==> src/rtl/pe_link_pkg.sv <==
// rtl/pe_link_pkg.sv - shared east/west link framing constants and word layout
package pe_link_pkg;

   localparam int LINK_EAST_WIDTH = 130;
   localparam int LINK_DATA_WIDTH = LINK_EAST_WIDTH - 2;

   localparam int LINK_VALID_BIT  = LINK_EAST_WIDTH - 1;
   localparam int LINK_LAST_BIT   = LINK_EAST_WIDTH - 2;
   localparam int LINK_CREDIT_BIT = 0;

   typedef struct packed {
      logic                       valid;
      logic                       last;
      logic [LINK_DATA_WIDTH-1:0] payload;
   } link_word_t;

endpackage

==> src/rtl/pe_link_fifo.sv <==
// rtl/pe_link_fifo.sv - small synchronous staging FIFO with full/empty/count
module pe_link_fifo #(
   parameter int WIDTH = 129,
   parameter int DEPTH = 4,
   parameter int CW    = $clog2(DEPTH) + 1
) (
   input  logic             clk,
   input  logic             reset,
   input  logic             push,
   input  logic [WIDTH-1:0] wr_data,
   input  logic             pop,
   output logic [WIDTH-1:0] rd_data,
   output logic             full,
   output logic             empty,
   output logic [CW-1:0]    count
);

   localparam int AW = $clog2(DEPTH);

   logic [WIDTH-1:0] mem_q [DEPTH];
   logic [WIDTH-1:0] mem_d [DEPTH];
   logic [AW-1:0]    wr_ptr_q, wr_ptr_d;
   logic [AW-1:0]    rd_ptr_q, rd_ptr_d;
   logic [CW-1:0]    count_q, count_d;
   logic             do_push;
   logic             do_pop;

   assign full    = (count_q == CW'(DEPTH));
   assign empty   = (count_q == '0);
   assign count   = count_q;
   assign rd_data = mem_q[rd_ptr_q];
   assign do_push = push && !full;
   assign do_pop  = pop && !empty;

   // Next storage, pointers and occupancy; pointers wrap naturally since DEPTH is a power of two
   always_comb begin
      mem_d    = mem_q;
      wr_ptr_d = wr_ptr_q;
      rd_ptr_d = rd_ptr_q;
      count_d  = count_q;
      if (do_push) begin
         mem_d[wr_ptr_q] = wr_data;
         wr_ptr_d        = wr_ptr_q + AW'(1);
      end
      if (do_pop) begin
         rd_ptr_d = rd_ptr_q + AW'(1);
      end
      case ({do_push, do_pop})
         2'b10:   count_d = count_q + CW'(1);
         2'b01:   count_d = count_q - CW'(1);
         default: count_d = count_q;
      endcase
   end

   // State register; reset discards any queued words
   always_ff @(posedge clk or posedge reset) begin
      if (reset) begin
         for (int i = 0; i < DEPTH; i++) begin
            mem_q[i] <= '0;
         end
         wr_ptr_q <= '0;
         rd_ptr_q <= '0;
         count_q  <= '0;
      end else begin
         mem_q    <= mem_d;
         wr_ptr_q <= wr_ptr_d;
         rd_ptr_q <= rd_ptr_d;
         count_q  <= count_d;
      end
   end

endmodule

==> src/rtl/pe_link_tx_east.sv <==
// rtl/pe_link_tx_east.sv - credit-flow-controlled transmit end of the east tile link
module pe_link_tx_east
   import pe_link_pkg::*;
#(
   parameter int EAST_WIDTH = LINK_EAST_WIDTH,
   parameter int DATA_WIDTH = EAST_WIDTH - 2,
   parameter int FIFO_DEPTH = 4,
   parameter int CREDITS    = 8,
   parameter int CNT_W      = 4
) (
   input  logic                  clk,
   input  logic                  reset,
   input  logic                  ap_start,
   input  logic [DATA_WIDTH-1:0] s_data,
   input  logic                  s_last,
   input  logic                  s_valid,
   output logic                  s_ready,
   input  logic [EAST_WIDTH-1:0] in_from_east,
   output logic [EAST_WIDTH-1:0] out_to_east,
   output logic [CNT_W-1:0]      credit_cnt,
   output logic                  err_credit
);

   localparam int FCW = $clog2(FIFO_DEPTH) + 1;

   logic [DATA_WIDTH:0]   head;
   logic                  fifo_full;
   logic                  fifo_empty;
   logic [FCW-1:0]        fifo_count_unused;
   logic                  send;
   logic                  credit_pulse;
   logic                  unused_in_bits;

   logic [EAST_WIDTH-1:0] out_q, out_d;
   logic [CNT_W-1:0]      credit_q, credit_d;
   logic                  err_q, err_d;

   assign credit_pulse   = in_from_east[LINK_CREDIT_BIT];
   assign unused_in_bits = ^in_from_east[EAST_WIDTH-1:1];

   assign s_ready     = !fifo_full;
   assign send        = ap_start && !fifo_empty && (credit_q != '0);
   assign out_to_east = out_q;
   assign credit_cnt  = credit_q;
   assign err_credit  = err_q;

   pe_link_fifo #(
      .WIDTH (DATA_WIDTH + 1),
      .DEPTH (FIFO_DEPTH),
      .CW    (FCW)
   ) u_fifo (
      .clk     (clk),
      .reset   (reset),
      .push    (s_valid),
      .wr_data ({s_last, s_data}),
      .pop     (send),
      .rd_data (head),
      .full    (fifo_full),
      .empty   (fifo_empty),
      .count   (fifo_count_unused)
   );

   // Output word: launch the FIFO head on send, otherwise drop valid and hold last/payload
   always_comb begin
      out_d = out_q;
      if (send) begin
         out_d = {1'b1, head};
      end else begin
         out_d[EAST_WIDTH-1] = 1'b0;
      end
   end

   // Credit accounting; a return pulse at full credit saturates and latches the overflow error
   always_comb begin
      credit_d = credit_q;
      err_d    = err_q;
      case ({send, credit_pulse})
         2'b10: credit_d = credit_q - CNT_W'(1);
         2'b01: begin
            if (credit_q == CNT_W'(CREDITS)) begin
               err_d = 1'b1;
            end else begin
               credit_d = credit_q + CNT_W'(1);
            end
         end
         default: credit_d = credit_q;
      endcase
   end

   // Link output, credit and error registers
   always_ff @(posedge clk or posedge reset) begin
      if (reset) begin
         out_q    <= '0;
         credit_q <= CNT_W'(CREDITS);
         err_q    <= 1'b0;
      end else begin
         out_q    <= out_d;
         credit_q <= credit_d;
         err_q    <= err_d;
      end
   end

endmodule

==> config.mk <==
export PLATFORM = sky130hd
export DESIGN_NAME = pe_link_tx_east
export DESIGN_NICKNAME = d
export VERILOG_FILES = /design/src/rtl/pe_link_pkg.sv /design/src/rtl/pe_link_fifo.sv /design/src/rtl/pe_link_tx_east.sv
export SDC_FILE = /design/constraint.sdc
export NUM_CORES = 1
export LEC_CHECK = 0
export CORE_MARGIN = 4
export CORE_UTILIZATION = 55
export DETAILED_ROUTE_END_ITERATION = 10
export PLACE_DENSITY_LB_ADDON = 0.08
export SYNTH_ARGS = -nofsm -noshare
export SYNTH_HDL_FRONTEND = slang
export SYNTH_SLANG_ARGS = --single-unit
==> constraint.sdc <==
create_clock -name clk -period 34.4 [get_ports clk]
set_clock_uncertainty 0.15 [all_clocks]
set_input_delay 6.88 -clock clk [delete_from_list [all_inputs] [get_ports clk]]
set_output_delay 6.88 -clock clk [all_outputs]
set_load 0.01 [all_outputs]
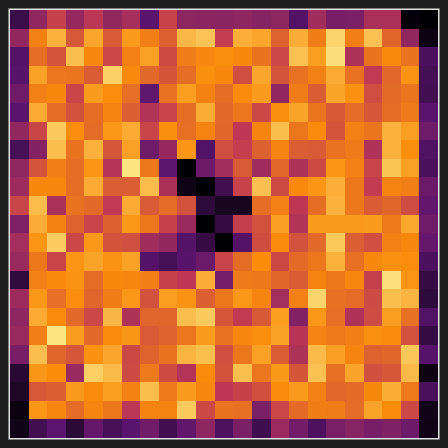
(run_1/density.png)
23 x 23 tiles, from black (low) to pale yellow (high), 0 to 100% covered.
The emptiest ninth of the die: middle. The fullest tile reaches 94%. 1.1% of the tiles are nearly empty. 25% of the tiles are over 75% full. The mean over all tiles is 60%.

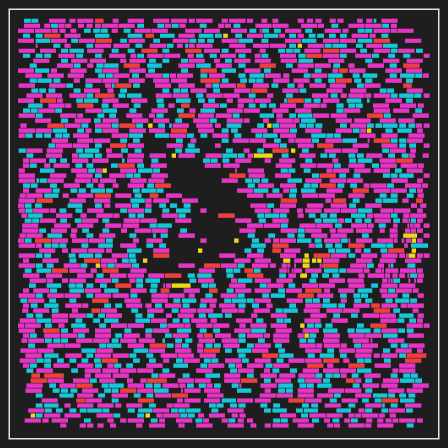
(run_1/drive_strength.png)
Key: drive 6 and up = red [cells 97]; drive 1 or less = magenta [cells 975]; drive 2 = cyan [cells 793]; drive 3 to 4 = yellow [cells 29]

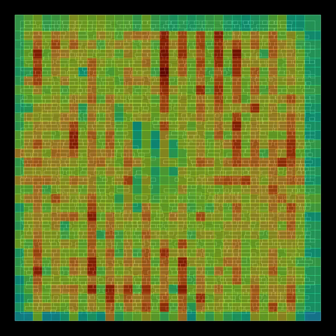
(run_1/final_congestion.png)
Most Used Layer, Global Route: met2
met3 Track Usage GR: 5.73%
WL/cell: 22.6 µm
met1 GRT Util: 30.0%

==> job_summary.md, run 1 <==
### Metrics collected by this job

| Metric | Value |
|---|---|
| Status | completed |
| Synth top area share | around three fifths |
| Yosys cell count | approximately 1.6k |
| Most frequently placed logic cells in the final layout | 655 x dfrtp_1, 648 x mux2_2, 269 x clkdlybuf4s50_1, 129 x mux4_2, 73 x clkbuf_16 |
| Pint | 2.46 mW |
| Sequential Power | roughly 1.4 mW |
| Worst r2r src | u_fifo.rd_ptr_q[0] |
| Power Total | 3.43 mW |
| WP depth | 4 |
| Worst setup path class | primary input to asynchronous set/reset pin |
| Placed instance area | 30800 µm² |
| Clk tree area frac | 6.95% |
| Seq cells post-synth | ~660 |
| CP delay by family, top | buffers and inverters |
| Unrepaired setup endpoints after global routing | false |
| Top cell excl fill/tap | dfrtp_1 |
| Well Taps | 672 |
| Port bufs | 269 |
| Crit path cell chain | clkdlybuf4s50_1 -> inv_8 -> buf_12 -> buf_4 |
| Largest register FFs | 516 |
| Reg-to-Reg End | out_to_east[113] |
| Core box area | 50100 µm² |
| Number of non-filler instances in the completed layout | 2570 |
| Invs w/o clock | 8 |
| Post-synth EDFFs | 0 |
| Post-layout util | 66.2% |
| Max Cap Viol | 0 |
| Comb pwr share | 37.6% |
| Hold slack | 0.318 ns |
| Hold Path Class | register to register |
| GRT overflow | 0 |
| Final setup vio count | 0 |
| Seq. cell area | 16500 µm² |
| Syn Inst Count | 1586 |
| Routability Congestion | roughly 0.75 |
| Worst setup SP type | primary input |
| Slowest CP cell | buf_12 |
| Cell Type Count | 30 |
| Die X | around 230 µm |
| Syn Area/Cell | around 18 µm² |
| Reg2Reg Depth | 4 |
| Fraction of layout cells with a size suffix above 1 | 48.5% |
| Combinational Gates | between 800 and 900 |
==> inputs of run 2 (changes only) <==
clock period = 9.3 ns   (was 34.4 ns; I/O delays follow)
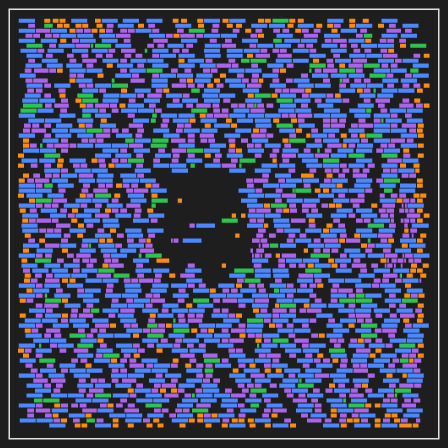
(run_2/cell_classes.png)
Key: all other logic = purple [cells 829]; flip-flops = blue [cells 658]; other buffers and delay cells = orange [cells 290]; clock drivers and dummy loads = green [cells 124]

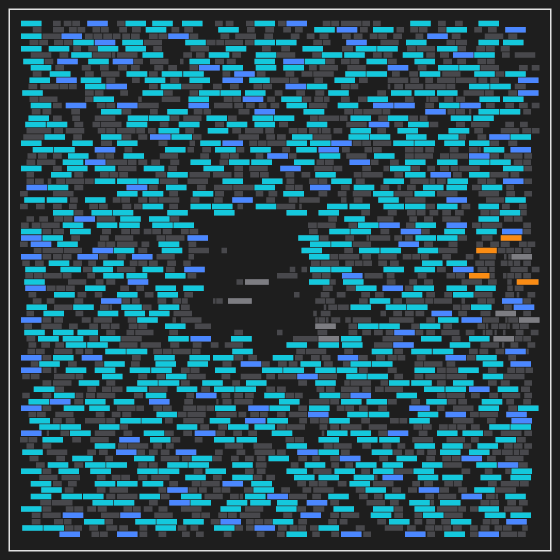
(run_2/registers.png)
Other sequential cells in the stronger grey, the rest of the logic in the fainter grey.
Key: out_to_east = blue [sequential cells 130, where widely spread]; credit_cnt = orange [sequential cells 4, where right middle]; u_fifo.mem_q = cyan [sequential cells 516, where widely spread]
Another 8 sequential cells are not coloured.

==> run 2 against run 1 <==
  * Via count decreased by 0.31%
  * Routed wire length is 1.7% lower
  * Hold slack better by 0.0059 ns
  * Total power rose to 3.7 times the previous value
  * Area after synthesis unchanged
  * Combinational power increased to 3.7 times the previous value
  * Non-clock buffer count shrank 1
  * Register-to-register slack got worse by 25 ns
  * Sequential cell count unchanged
  * Highest routed layer unchanged
  * Clock-buffer cell count grew 6
  * Synthesized cell count did not move
  * Largest power group unchanged
==> job_summary.md, run 2 <==
### Metrics collected by this job

| Metric | Value |
|---|---|
| Async S/R FF share, synth | 100% |
| Number of non-filler instances in the completed layout | 2577 (+0.27%) |
| Crit path cell chain | clkdlybuf4s50_1 -> o31ai_2 -> nor2_4 -> buf_4 -> ha_1 -> inv_1 -> fa_1 -> xor2_1 -> nor2_1 -> xor2_1 |
| Worst r2r src | credit_cnt[3] |
| GRT overflow | 0 (unchanged) |
| Hold slack | 0.323 ns (+0.00591 ns) |
| Power Total | 12.7 mW (+270%) |
| Worst setup path class | primary input to register |
| First-pass GRT wire length | 91.9 mm |
| Switching pwr | 3.62 mW |
| Pint | 9.05 mW (+270%) |
| Placed instance area | 30900 µm² (about the same) |
| Largest class | sequential cells |
| Comb pwr share | 37.4% (-0.2 points) |
| Seq. cell area | 16500 µm² (unchanged) |
| Final setup vio count | 0 (unchanged) |
| Syn Area/Cell | 17.6 µm² (unchanged) |
| Largest register FFs | 516 (unchanged) |
| Post-synth EDFFs | 0 (unchanged) |
| Top cells by count | 657 x dfrtp_1, 648 x mux2_2, 129 x mux4_2, 44 x buf_6, 31 x buf_2 |
| Data arrival, critical path | 5.03 ns |
| Cell Type Count | 30 (unchanged) |
| Combinational Gates | 821 (unchanged) |
| Yosys cell count | 1586 (unchanged) |
| Top cell by count, worst path | xor2_1 |
| Die X | 233 µm (unchanged) |
| Syn Inst Count | 1586 (unchanged) |
| Slowest CP cell | buf_4 |
| Reg2Reg Depth | 9 (+5) |
| Final hold violations | 0 |
| Well Taps | 672 (unchanged) |
| Sequential Power | 5.16 mW (+270%) |
| Met2 usage | 35.8% |
| CTS buffer count | 69 |
| CP delay by family, top | buffers and inverters |
| Worst Setup End Kind | register |
| Reg-to-Reg End | u_fifo.count[2] |
| Buffering overhead | 8.71% |
| Placed cells | about 2.4k |
| Most frequently placed logic cells in the final layout | 655 x dfrtp_1, 648 x mux2_2, 269 x clkdlybuf4s50_1, 129 x mux4_2, 72 x clkbuf_16 |
| Clk tree area frac | 6.95% (about the same) |
| Routability Congestion | 0.738 (-1.2%) |
| WP depth | 10 (+6) |
| Hold Path Class | register to register |
| Port bufs | 269 (unchanged) |
| Worst setup SP type | primary input |
| Seq cells post-synth | 658 (unchanged) |
| N_diodes | 4 |
| Sw Share | between 20 and 30% |
| Core box area | 50100 µm² (unchanged) |
| Status | completed |
| Largest Pwr Group | registers |
| Hold Path Sink | err_credit |
| Late-Pin Clk Latency | 0.59 ns |
| Simple Share, Synth | 0.342% |
| Max Cap Viol | 0 (unchanged) |
| Most Used Layer, Global Route | met2 |
| Fraction of layout cells with a size suffix above 1 | 48.4% (-0.13 points) |
| Invs w/o clock | 8 (unchanged) |
| Top cell excl fill/tap | dfrtp_1 |
| Reg power frac | 40.8% |
| Unrepaired setup endpoints after global routing | false |
| Wire length on met3 | ~2.9 mm |
| Fillers | roughly 3.6k |
| DR DRC count | 0 |
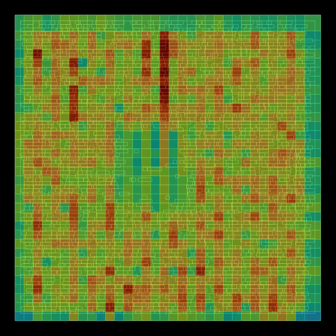
(run_2/final_congestion.png)
Overall Global Routing Usage: 21.6%
met1 GRT Util: 28.9%
met3 Track Usage GR: 5.55%
WL/cell: 22.2 µm
post-layout util: 66.3%

Power and IR drop assume default switching activity.
